File: src/rtl/systolic_result_drain_if.sv
// Result stream interface between the systolic result drain and the
// downstream result store.
//   m_data  : result word of the current beat
//   m_valid : beat is presented
//   m_ready : downstream accepts the beat
//   m_last  : current beat is the final lane of the stream
//   m_index : lane index of the current beat
interface systolic_result_drain_if #(
  parameter int DATA_W = 16
);
  logic [DATA_W-1:0] m_data;
  logic              m_valid;
  logic              m_ready;
  logic              m_last;
  logic [4:0]        m_index;

  modport master (
    output m_data,
    output m_valid,
    output m_last,
    output m_index,
    input  m_ready
  );

  modport slave (
    input  m_data,
    input  m_valid,
    input  m_last,
    input  m_index,
    output m_ready
  );
endinterface

File: src/rtl/systolic_result_drain.sv
// Consumer-side drain for the systolic array. On a rising edge of arr_ready
// it snapshots all lanes of arr_P, pulses arr_clear for one cycle, then
// streams the first min(matrix_N, LANES) words over a valid/ready handshake
// and pulses done after the last beat is accepted.
//   clk, reset : clock, synchronous active-high reset
//   matrix_N   : number of valid lanes, sampled at capture
//   arr_ready  : array result-valid flag (rising edge triggers a capture)
//   arr_P      : array result words [0:LANES-1]
//   arr_clear  : one-cycle restart request to the array
//   m          : result stream (master side)
//   busy       : high whenever not IDLE
//   done       : one-cycle pulse after the final beat is accepted
module systolic_result_drain #(
  parameter int DATA_W = 16,
  parameter int LANES  = 32
) (
  input  logic              clk,
  input  logic              reset,
  input  logic [5:0]        matrix_N,
  input  logic              arr_ready,
  input  logic [DATA_W-1:0] arr_P [0:LANES-1],
  output logic              arr_clear,
  systolic_result_drain_if.master m,
  output logic              busy,
  output logic              done
);

  localparam logic [1:0] ST_IDLE   = 2'd0;
  localparam logic [1:0] ST_STREAM = 2'd1;
  localparam logic [1:0] ST_DONE   = 2'd2;

  localparam logic [5:0] LANES_W = 6'(LANES);

  logic [1:0]        state;
  logic [4:0]        idx;
  logic [5:0]        n_eff;
  logic              rdy_q;
  logic [DATA_W-1:0] buf_q [0:LANES-1];

  logic              cap_evt;
  logic [5:0]        n_next;
  logic              is_last;

  // Edges seen outside IDLE are dropped, not queued.
  assign cap_evt = arr_ready && !rdy_q && (state == ST_IDLE);
  assign n_next  = (matrix_N > LANES_W) ? LANES_W : matrix_N;
  assign is_last = ({1'b0, idx} == (n_eff - 6'd1));

  always_ff @(posedge clk) begin
    if (reset) begin
      state     <= ST_IDLE;
      idx       <= '0;
      n_eff     <= '0;
      rdy_q     <= 1'b0;
      arr_clear <= 1'b0;
    end else begin
      rdy_q     <= arr_ready;
      arr_clear <= 1'b0;
      case (state)
        ST_IDLE: begin
          if (cap_evt) begin
            n_eff     <= n_next;
            idx       <= '0;
            arr_clear <= 1'b1;
            state     <= (n_next == 6'd0) ? ST_DONE : ST_STREAM;
          end
        end
        ST_STREAM: begin
          if (m.m_ready) begin
            if (is_last) begin
              state <= ST_DONE;
            end else begin
              idx <= idx + 5'd1;
            end
          end
        end
        ST_DONE: begin
          state <= ST_IDLE;
        end
        default: begin
          state <= ST_IDLE;
        end
      endcase
    end
  end

  // Snapshot buffer carries no reset; its contents only matter after a capture.
  always_ff @(posedge clk) begin
    if (!reset && cap_evt) begin
      buf_q <= arr_P;
    end
  end

  always_comb begin
    m.m_valid = (state == ST_STREAM);
    m.m_data  = '0;
    m.m_index = '0;
    m.m_last  = 1'b0;
    if (state == ST_STREAM) begin
      m.m_data  = buf_q[idx];
      m.m_index = idx;
      m.m_last  = is_last;
    end
    busy = (state != ST_IDLE);
    done = (state == ST_DONE);
  end

endmodule

File: src/flat_wrapper.sv
// flat-port wrapper written by rule: the top's interface ports become plain ports
module systolic_result_drain_flat 
#(
  parameter int DATA_W = 16,
  parameter int LANES  = 32
)
  (clk, reset, matrix_N, arr_ready, arr_P, arr_clear, busy, done, m_m_data, m_m_valid, m_m_last, m_m_index, m_m_ready);
  systolic_result_drain_if #(.DATA_W(DATA_W)) m_i ();
  input  logic clk;
  input  logic reset;
  input  logic [5:0] matrix_N;
  input  logic arr_ready;
  input  logic [DATA_W-1:0] arr_P[0:LANES-1];
  output logic arr_clear;
  output logic busy;
  output logic done;
  output wire logic [$bits(m_i.m_data)-1:0] m_m_data;
  output wire logic [$bits(m_i.m_valid)-1:0] m_m_valid;
  output wire logic [$bits(m_i.m_last)-1:0] m_m_last;
  output wire logic [$bits(m_i.m_index)-1:0] m_m_index;
  input wire logic [$bits(m_i.m_ready)-1:0] m_m_ready;
  assign m_m_data = m_i.m_data;
  assign m_m_valid = m_i.m_valid;
  assign m_m_last = m_i.m_last;
  assign m_m_index = m_i.m_index;
  assign m_i.m_ready = m_m_ready;
  systolic_result_drain #(.DATA_W(DATA_W), .LANES(LANES)) u_core (.clk(clk), .reset(reset), .matrix_N(matrix_N), .arr_ready(arr_ready), .arr_P(arr_P), .arr_clear(arr_clear), .m(m_i), .busy(busy), .done(done));
endmodule
File: config.mk
export PLATFORM = sky130hd
export DESIGN_NAME = systolic_result_drain_flat
export DESIGN_NICKNAME = d
export VERILOG_FILES = /design/src/rtl/systolic_result_drain_if.sv /design/src/rtl/systolic_result_drain.sv /design/src/flat_wrapper.sv
export SDC_FILE = /design/constraint.sdc
export NUM_CORES = 1
export LEC_CHECK = 0
export CAP_MARGIN = 20
export CORE_ASPECT_RATIO = 1.4
export CORE_MARGIN = 3
export CORE_UTILIZATION = 44
export DETAILED_ROUTE_END_ITERATION = 8
export PLACE_DENSITY = 0.86
export SLEW_MARGIN = 25
export SYNTH_ARGS = -nofsm -noshare
export SYNTH_HDL_FRONTEND = slang
export SYNTH_SLANG_ARGS = --single-unit
File: constraint.sdc
create_clock -name clk -period 27.2 [get_ports clk]
set_input_delay 5.44 -clock clk [delete_from_list [all_inputs] [get_ports clk]]
set_output_delay 5.44 -clock clk [all_outputs]
set_load 0.01 [all_outputs]
==> results.toml, run 1 <==
# flow metrics
[yosys]
yosys_cells = 855
yosys.area.top_type_share_pct = 75.54
synth_cell_types = 39
yosysTopAreaCell = "edfxtp_1"
synthTopCellsByArea = "edfxtp_1 (76%), mux4_2 (18%), dfxtp_1 (1.5%)"
synth_cells = 855
ys_seq_share_pct = 77.02
flop_cell = "edfxtp_1"
ys_sh_adder_pct = 0.1230
syn-cell-area_um2 = 20350
synth-warning-count = 0
synthTopLogicFamily = "multiplexers"

[grt]
grt.total_usage_pct = 22.68
gr-total-overflow = 0
antenna_found_initial = 16
grt_max_degree = 94
grt_busiest_layer = "met2"
grtUsageMet2_pct = 39.62
first_global_vias = 12150

[clocking]
htree_num_levels = 2
insertion_delay_ns = 0.58
cts_buffer_depth = 3

[cells_and_area]
combGateArea_um2 = 4372
reg.largest.list = "u_core.buf_q x512, u_core.n_eff x6, u_core.idx x5"
syn_to_final_growth_pct = 37.91
seq_share_pct = 55.89
flops = 527
largest_register = "u_core.buf_q"
layout.cells.most_common = "clkdlybuf4s50_1"
clk_share_pct = 5.519
signal_buffers = 562
largest_reg_flops = 512
comb_cells = 278
largest_class = "registers"
sh_comb_area_pct = 15.58

[die]
num_rows = 92
coreArea_um2 = 45350
fp_util_pct = 44.87
tap_cells = 611

[worst_hold_path]
hp-start = "u_core.state[1]"

[critical_path]
r2r_setup_slack_ns = 22.48
critical_path_class = "register to output port"
reg2reg_to = "u_core.buf_q[21]"
crit_fanout = 47
crit_path_frequent_cell = "mux4_2"
crit_family = "multiplexers"
worstPathRequired_ns = 21.76
slowest_stage = "dfxtp_4"
r2r_start = "u_core.state[0]"
worstRegToRegCells = 7

[detailed_routing]
route.detailed.drc = 0
wl_met3_mm = 4.654
wl_met1_mm = 19.49
drt_first_pass_iters = 6

[timing]
hold_viol = 0
setup_viol = 0
period_used_pct = 36.09
finalClockSkew_ns = 0.01902
rsz0062_at_grt = "no"
slew_violations = 0
finalCriticalPeriod_ns = 9.817

[pwr]
power_uw = 1753
p_per_area_nw_per_um2 = 62.47
p_int_uw = 1401
seq_power_share_pct = 53.5
p_comb_share_pct = 8.0
switching_share_pct = 20.11

[placed_design]
post-dp-hpwl_mm = 40.68
gp_congestion = 0.9127

[flow_run]
drv_cap = 0
warnings = 26

[run_status]
status = "finished, final reports clean"
==> run 1: metrics by stage <==
step / hold WS, ns / cell area (um^2)
floorplan: 0.4571 / 20350
global placement: 0.4955 / 26410
detailed placement: 0.5142 / 26410
CTS: 0.5248 / 27960
global route: 0.5516 / 28060
finish: 0.5332 / 28070
==> run 1: Yosys cell counts (all sizes together), types with 4 or more instances <==
cell and n:
mux4 160, buf 33, nand2b 4, nor3b 6, clkbuf 13, nor2 31, and2 5, inv 4
a21oi 10, nand2 10, mux2i 17, dfxtp 15, nand3b 4, edfxtp 512
==> run 1: power groups by stage <==
stage,registers [uW],clock network (uW),logic [uW]
floorplan,964,0,46.2
global placement,953,0,137
CTS,939,683,141
detailed placement,956,0,139
global route,941,714,148
finish,939,674,141
**Run 1: clock network drawn from the DEF**

Scale: 1.5 px per um.
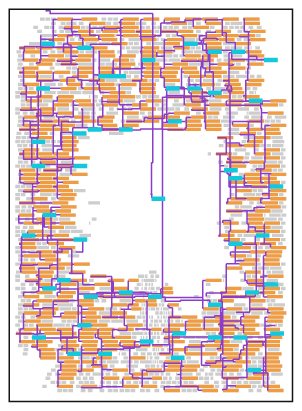
[clock wires] purple | length: 5990 um
[flip-flops] orange | count: 527
[clock-net drivers] cyan | count: 49
routed clock nets: 50

**Run 1: the metal 3 layer**

Scale: 1 px per um. Cells faint in the background.
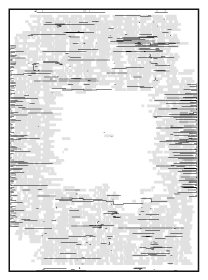
longest straight run: 68.3 um
share of all routed wire: 8.2%

**Run 1: metal layers overlaid**

Scale: 1 px per um.
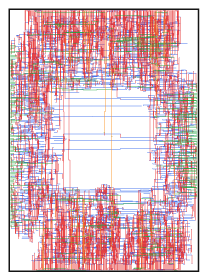
| layer | color | wire length |
|---|---|---|
| M3 | green | 4650 um |
| M1 | blue | 19500 um |
| M2 | red | 30.8 mm |
| M4 | orange | 2110 um |
drt total wl: 57.02 mm
Vias: 11340

**Run 1: routing congestion map**

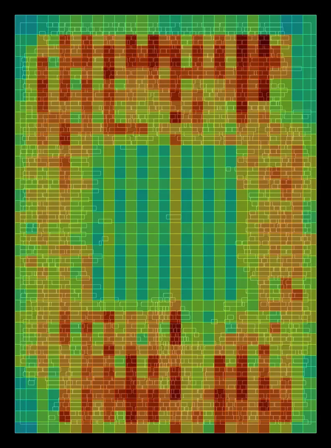
GR met1 Demand/Resource: 26.64%
DR WL/cell: 27.32 um

## Run 2: what changed since run 1
==> constraint.sdc (replaced) <==
create_clock -name clk -period 8.01 [get_ports clk]
set_input_delay 1.602 -clock clk [delete_from_list [all_inputs] [get_ports clk]]
set_output_delay 1.602 -clock clk [all_outputs]
set_load 0.01 [all_outputs]
==> run 2 against run 1 <==
Design area increased by 0.30%. First-iteration DRC count decreased by 7.8%. Worst hold slack worse by 0.0050 ns. Global-route usage fell by 0.16 points. Count of clock-buffer cells in the layout fell by 15. Combinational power increased to 3.4 times the previous value. Sequential power went up to 3.4 times the previous value. Via count increased by 0.20%. Utilization is 0.18 points higher. Routed wire length decreased by 0.69%. Synthesized area is the same. Cell count shrank 0.34%. Critical path type unchanged. Largest cell class unchanged. Largest power group unchanged. Highest routed layer is now met5.
==> results.toml, run 2 <==
# flow metrics
[run_status]
status = "finished, final reports clean"

[die]
coreArea_um2 = 45350
tap_cells = 611
fp_util_pct = 44.87
num_rows = 92

[cells_and_area]
largest_reg_flops = 512
sh_comb_area_pct = 15.56
combGateArea_um2 = 4379
largest_register = "u_core.buf_q"
signal_buffers = 557
flops = 527
comb_cells = 278
clk_share_pct = 5.871
reg.largest.list = "u_core.buf_q x512, u_core.n_eff x6, u_core.idx x5"

[pwr]
pg_clk_uw = 2410
seq_power_share_pct = 52.5
p_int_uw = 4878
p_comb_share_pct = 7.8

[yosys]
yosysTopAreaCell = "edfxtp_1"
synth_cell_types = 39
common_cells = "edfxtp_1 (512), mux4_2 (160), nor2_1 (31)"
synthTopCellsByArea = "edfxtp_1 (76%), mux4_2 (18%), dfxtp_1 (1.5%)"
flop_cell = "edfxtp_1"
yosys_cells = 855
synthTopLogicFamily = "multiplexers"
yosys.area.top_type_share_pct = 75.54

[clocking]
insertion_delay_ns = 0.58

[grt]
grt_max_degree = 188
first_global_vias = 12140
grt.total_usage_pct = 22.52
grt_busiest_layer = "met2"
grtUsageMet2_pct = 39.76

[critical_path]
crit_path_frequent_cell = "mux4_2"
worstPathRequired_ns = 6.41
r2r_start = "u_core.state[0]"
reg2reg_to = "u_core.buf_q[465]"

[timing]
finalClockSkew_ns = 0.01788
hold_viol = 0
rsz0062_at_grt = "no"
setup_viol = 0

[detailed_routing]
wl_met1_mm = 18.76
wl_met3_mm = 5.107
wl_mm = 56.63

[worst_hold_path]
hp-start = "u_core.n_eff[1]"

[placed_design]
post-dp-hpwl_mm = 40.69
## run 2: cell types whose count changed in the layout (fill, tap and decap cells not counted), moves of 3 or more
cell / previous run / this run
bufinv_16: 3 / 8
clkinv_2: 3 / 11
buf_12: 0 / 5
clkbuf_8: 3 / 0
clkinv_1: 4 / 9
buf_6: 5 / 0
buf_4: 8 / 5
clkbuf_1: 18 / 6
diode_2: 18 / 15
## run 2: through the flow
step | TNS [ns] | utilization [%] | instance area (um^2) | power, uW | setup slack (ns)
floorplan | -1053.88 | - | 20380 | 3408 | -2.058
global placement | 0 | 58.34 | 26460 | 3704 | 3.173
detailed placement | 0 | 58.34 | 26460 | 3720 | 3.142
CTS | 0 | 61.99 | 28110 | 6114 | 2.487
global route | 0 | 62.05 | 28140 | 6247 | 2.358
finish | 0 | 62.07 | 28150 | 6070 | 2.611
**Run 2: register map, names as in the netlist**

Scale: 1 px per um.
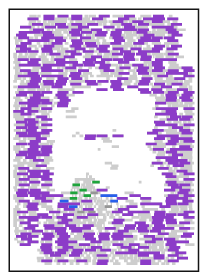
| netlist name | color | sequential cells |
|---|---|---|
| u_core.idx | blue | 5 |
| u_core.n_eff | green | 6 |
| u_core.buf_q | purple | 512 |
not colored: 4
Seq/total area: 55.73%
Seq. pwr: 3190 uW

Power and IR drop assume default switching activity.
